Fig. 1: cell outlines without signal wires
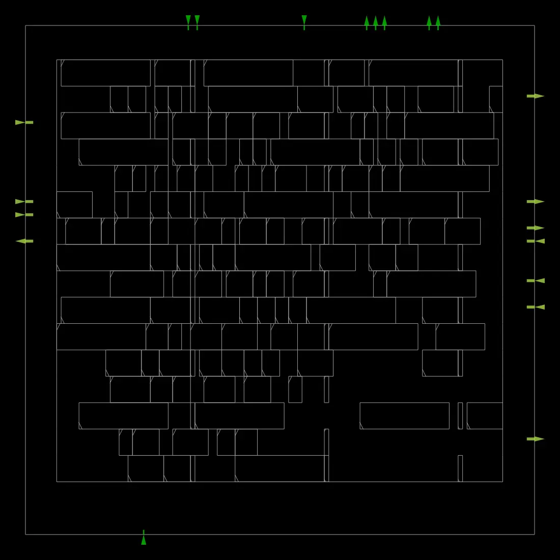
Fig. 2: nets reached from selected ports
The bar under the picture is 20 um long.
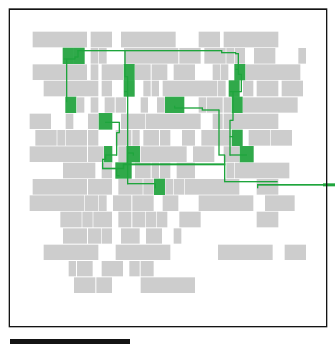
## src/rtl/hold_controller_pkg.sv

```systemverilog
// Shared game types used by the hold slot controller and the hold pixel driver.
package hold_controller_pkg;

   // Tetromino / tile identity; BLANK marks an empty cell or an empty hold slot.
   typedef enum logic [2:0] {
      BLANK  = 3'd0,
      TILE_I = 3'd1,
      TILE_O = 3'd2,
      TILE_T = 3'd3,
      TILE_S = 3'd4,
      TILE_Z = 3'd5,
      TILE_J = 3'd6,
      TILE_L = 3'd7
   } tile_type_t;

   typedef enum logic [1:0] {
      IDLE    = 2'd0,
      SPAWN   = 2'd1,
      LOCKOUT = 2'd2
   } hold_state_t;

   localparam int unsigned HOLD_SPAWN_TIMEOUT_DEFAULT = 16;
   localparam int unsigned HOLD_CNT_W                 = 8;

   function automatic logic is_blank(input tile_type_t t);
      return (t == BLANK);
   endfunction

endpackage

```

## src/rtl/hold_controller.sv

```systemverilog
// Hold slot owner: swaps the falling piece with the held piece via a spawn
// handshake with the game FSM and exposes the held type to the hold display.
// Optional macro HOLD_LOCKOUT_EN: when defined, only one hold is allowed per
// dropped piece (LOCKOUT state, hold_used driven); otherwise holds may repeat.
//
// state   | meaning
// --------+-------------------------------------------------------------
// IDLE    | waiting for a hold button edge while a piece is falling
// SPAWN   | spawn_req asserted, waiting for spawn_ack or timeout
// LOCKOUT | swap done, further holds ignored until the piece locks
module hold_controller
   import hold_controller_pkg::*;
#(
   parameter int unsigned SPAWN_TIMEOUT = HOLD_SPAWN_TIMEOUT_DEFAULT
) (
   input  logic       clk,
   input  logic       rst_l,
   input  logic       game_clear,
   input  logic       hold_btn,
   input  logic       falling_valid,
   input  tile_type_t falling_type,
   input  logic       piece_locked,
   input  logic       spawn_ack,
   output logic       spawn_req,
   output logic       spawn_from_queue,
   output tile_type_t spawn_type,
   output tile_type_t hold_piece_type,
   output logic       hold_used,
   output logic       hold_abort
);

   // Last counter value before the swap gives up; the request is then high
   // for exactly SPAWN_TIMEOUT cycles.
   localparam logic [HOLD_CNT_W-1:0] TIMEOUT_LAST = HOLD_CNT_W'(SPAWN_TIMEOUT - 1);

   hold_state_t           state_q;
   logic                  hold_btn_q;
   logic                  hold_evt;
   logic [HOLD_CNT_W-1:0] cnt_q;
   tile_type_t            pending_q;
   tile_type_t            hold_type_q;
   tile_type_t            spawn_type_q;
   logic                  spawn_req_q;
   logic                  spawn_from_queue_q;
   logic                  hold_abort_q;
`ifdef HOLD_LOCKOUT_EN
   logic                  hold_used_q;
`endif

   assign hold_evt = hold_btn & ~hold_btn_q;

   // Button history for rising-edge detection; a held button yields one event.
   always_ff @(posedge clk or negedge rst_l) begin
      if (!rst_l) begin
         hold_btn_q <= 1'b0;
      end else if (game_clear) begin
         hold_btn_q <= 1'b0;
      end else begin
         hold_btn_q <= hold_btn;
      end
   end

   // Hold FSM with registered handshake, slot and status outputs.
   always_ff @(posedge clk or negedge rst_l) begin
      if (!rst_l) begin
         state_q            <= IDLE;
         cnt_q              <= '0;
         pending_q          <= BLANK;
         hold_type_q        <= BLANK;
         spawn_type_q       <= BLANK;
         spawn_req_q        <= 1'b0;
         spawn_from_queue_q <= 1'b0;
         hold_abort_q       <= 1'b0;
`ifdef HOLD_LOCKOUT_EN
         hold_used_q        <= 1'b0;
`endif
      end else if (game_clear) begin
         state_q            <= IDLE;
         cnt_q              <= '0;
         pending_q          <= BLANK;
         hold_type_q        <= BLANK;
         spawn_type_q       <= BLANK;
         spawn_req_q        <= 1'b0;
         spawn_from_queue_q <= 1'b0;
         hold_abort_q       <= 1'b0;
`ifdef HOLD_LOCKOUT_EN
         hold_used_q        <= 1'b0;
`endif
      end else begin
         hold_abort_q <= 1'b0;
         case (state_q)
            IDLE: begin
               // A lock on the same cycle as the edge wins; the hold is dropped.
               if (hold_evt && falling_valid && !piece_locked) begin
                  state_q     <= SPAWN;
                  cnt_q       <= '0;
                  pending_q   <= falling_type;
                  spawn_req_q <= 1'b1;
                  if (is_blank(hold_type_q)) begin
                     spawn_from_queue_q <= 1'b1;
                  end else begin
                     spawn_from_queue_q <= 1'b0;
                     spawn_type_q       <= hold_type_q;
                  end
               end
            end
            SPAWN: begin
               // Ack beats a timeout landing on the same cycle.
               if (spawn_ack) begin
                  hold_type_q <= pending_q;
                  spawn_req_q <= 1'b0;
`ifdef HOLD_LOCKOUT_EN
                  state_q     <= LOCKOUT;
                  hold_used_q <= 1'b1;
`else
                  state_q     <= IDLE;
`endif
               end else if (cnt_q == TIMEOUT_LAST) begin
                  state_q      <= IDLE;
                  spawn_req_q  <= 1'b0;
                  hold_abort_q <= 1'b1;
               end else begin
                  cnt_q <= cnt_q + 1'b1;
               end
            end
            LOCKOUT: begin
`ifdef HOLD_LOCKOUT_EN
               if (piece_locked) begin
                  state_q     <= IDLE;
                  hold_used_q <= 1'b0;
               end
`else
               state_q <= IDLE;
`endif
            end
            default: state_q <= IDLE;
         endcase
      end
   end

   assign spawn_req        = spawn_req_q;
   assign spawn_from_queue = spawn_from_queue_q;
   assign spawn_type       = spawn_type_q;
   assign hold_piece_type  = hold_type_q;
   assign hold_abort       = hold_abort_q;
`ifdef HOLD_LOCKOUT_EN
   assign hold_used        = hold_used_q;
`else
   assign hold_used        = 1'b0;
`endif

endmodule

```

## config.mk

```make
export PLATFORM = sky130hd
export DESIGN_NAME = hold_controller
export DESIGN_NICKNAME = d
export VERILOG_FILES = /design/src/rtl/hold_controller_pkg.sv /design/src/rtl/hold_controller.sv
export SDC_FILE = /design/constraint.sdc
export NUM_CORES = 1
export LEC_CHECK = 0
export ABC_AREA = 0
export CORE_MARGIN = 3
export CORE_UTILIZATION = 50
export CTS_CLUSTER_DIAMETER = 50
export DETAILED_ROUTE_END_ITERATION = 10
export PLACE_DENSITY = 0.85
export SETUP_SLACK_MARGIN = 0.5
export SLEW_MARGIN = 20
export SYNTH_ARGS = -nofsm -noshare
export SYNTH_HDL_FRONTEND = slang
export SYNTH_SLANG_ARGS = --single-unit
```

## constraint.sdc

```tcl
create_clock -name clk -period 2.1 [get_ports clk]
set_input_delay 0.21 -clock clk [delete_from_list [all_inputs] [get_ports clk]]
set_output_delay 0.21 -clock clk [all_outputs]
set_load 0.01 [all_outputs]
```

==> out/qor.csv <==
stage;metric;value;unit
status;outcome;completed;
power;cell internal pwr;515;uW
logic_synthesis;Post-synth seq share;48.6;%
setup_path;FF-to-FF Start;spawn_req$_DFFE_PN0P_;
power;Pwr Density;506;nW/um^2
logic_synthesis;synthesized area per cell;9.57;sq um
floorplan;Die Y;52.5;um
timing;Highest Clock Rate;638;MHz
setup_path;Worst Setup Start Kind;primary input;
job;Max-Cap Viols;0;
setup_path;Slowest cell on crit path;clkdlybuf4s50_1;
logic_synthesis;Seq cells post-synth;21;
power;total power;677;uW
layout;fillers;163;
drt;DR iter-0 viols;24;
job;OpenROAD warnings;27;
timing;fin crit period;1.57;ns
power;Logic pwr share;10.3;%
logic_synthesis;area fraction in full adders, half adders and majority gates;1.16;%
floorplan;Die Width;52.5;um
global_routing;initial antenna violation count;0;
min_path;Hold Crit Class;in2async;
floorplan;Die Area;2760;sq um
timing;fin crit share;74.6;%
drt;Post-Route WL;2320;um
logic_synthesis;Top FF cell, synth;dfrtp_1;
global_routing;largest net degree at the start of global routing;22;
clock_tree;CTS Buf Count;3;
logic_synthesis;Synth Net Count;124;
logic_synthesis;ys cells;113;
clock_tree;clk sink count;21;
logic_synthesis;mux share;3.01;%
drt;mean number of vias per cell;5.65;
clock_tree;H-tree levels;1;
global_routing;first-pass GRT wire length;3890;um
timing;Slew @ Worst Pin;0.507;ns
logic_synthesis;XOR-XNOR Cells, Area Fraction;0;%
timing;clock skew;0.0107;ns
setup_path;Critical Path Start;spawn_ack;
placement;Detailed Place HPWL;1710;um
drt;# DRC;0;
placement;port bufs;18;
power;Seq pwr share;60.9;%
logic_synthesis;commonest cells in the netlist;dfrtp_1, nand2_1, a21oi_1;
global_routing;GRT Util Overall;19.2;%
setup_path;crit path kind;in2reg;
power;clock power share;28.8;%
timing;final slew viol count;0;
logic_synthesis;Post-Syn Instances;113;
logic_synthesis;Yosys top cell by instances;dfrtp_1;
-- Fig. 1 (at the start) --
seq_cells: 21
Core Util, Final: 66.9%
Tap Count: 27
Core ar.: 2000 sq um

-- Fig. 2 (at the start) --
| port | colour | bits | direction | edge | end cells | buffers | wire |
|---|---|---|---|---|---|---|---|
| game_clear | green | 1 | input | east | 16 | 2 | 167 um |

==> power groups by stage <==
stage               registers (uW)  clock network (uW)  logic, uW
detailed placement             420                   0       65.4
global placement               420                   0       64.3
finish                         412                 195       69.7
CTS                            413                 205       66.1
floorplan                      420                   0       33.1
global route                   413                 216       75.9
==> per-layer routing <==
| layer | track usage (%) | vias to the layer above |
|---|---|---|
| met2 | 30.4 | 34 |
| met3 | 4.27 | 4 |
| met4 | 8.09 | 0 |
| met5 | 0 | - |
| li1 | - | 438 |
| met1 | 25.0 | 433 |
==> registers in the layout (all words and copies together) (netlist names) <==
| name | flops |
|---|---|
| hold_btn_q | 1 |
| spawn_req | 1 |
| hold_abort | 1 |
| cnt_q | 8 |
| spawn_from_queue | 1 |
| hold_piece_type | 3 |
| spawn_type | 3 |
| pending_q | 3 |
==> per-stage QoR <==
stage | instances | area [sq um]
final | 161 | 1340
after CTS | 159 | 1300
after global placement | 155 | 1270
after global routing | 161 | 1340
after detailed placement | 155 | 1270
after floorplan | 113 | 1080
==> worst min path at each step <==
stage                                       from                           end  slack, ns  depth (start not counted)
floorplan                                  rst_l          cnt_q[0]$_DFFE_PN0P_      -0.09                          0
global placement    spawn_from_queue$_DFFE_PN0P_  spawn_from_queue$_DFFE_PN0P_       0.51                          2
detailed placement      pending_q[1]$_DFFE_PN0P_      pending_q[1]$_DFFE_PN0P_       0.52                          2
CTS                                        rst_l      pending_q[1]$_DFFE_PN0P_       0.23                          2
global route                               rst_l      pending_q[1]$_DFFE_PN0P_       0.25                          2
finish                                     rst_l         spawn_req$_DFFE_PN0P_       0.22                          2
==> layout make-up <==
cell class | count | area (sq um) | share of cell area, %
Inverter | 3 | 11.3 | 0.841
Tap cell | 27 | 33.8 | 2.52
Sequential cell | 21 | 527 | 39.3
Multi-Input combinational cell | 84 | 529 | 39.5
Timing Repair Buffer | 22 | 210 | 15.7
Clock inverter | 1 | 5.00 | 0.374
Clock buffer | 3 | 22.5 | 1.68
==> cell usage in the layout (no fill, tap or decap), drive strengths merged <==
master	netlist	routed
a21o	1	1
ha	1	1
o21ai	4	4
o21bai	1	1
nand4	1	1
mux2	2	2
o311a	1	1
nor2b	3	3
mux2i	1	1
or3	1	1
a221o	1	1
inv	3	3
nand3	9	9
clkbuf	2	3
nand2b	2	2
dfrtp	21	21
or4	1	1
nor2	7	7
and3	3	3
nor3	5	5
a21oi	11	11
clkinv	0	1
clkdlybuf4s50	0	18
and2	3	3
o41ai	1	1
or3b	1	1
or2b	2	2
a32o	1	1
a211o	1	1
buf	3	4
nand3b	2	2
conb	1	1
o2bb2ai	1	1
nand2	16	16
==> cell families (layout without fill, tap and decap cells) <==
logic type,count (synthesis),after routing
flops,21,21
buf+inv,8,29
mux,3,3
simple gates,56,56
fa+ha+maj,1,1
compound gates,23,23
other cells,1,1
==> critical path, delay by kind of cell <==
kind            cells  cell delay, ns
compound gates      3            0.71
buf+inv             1            0.54
simple gates        1            0.31
==> timing repair <==
action	CTS	global route
pin swaps	0	2
resized	2	4
buffers inserted	0	2
hold endpoints to repair	0	0
endpoints found under the setup margin	5	6
Power and IR drop assume default switching activity.
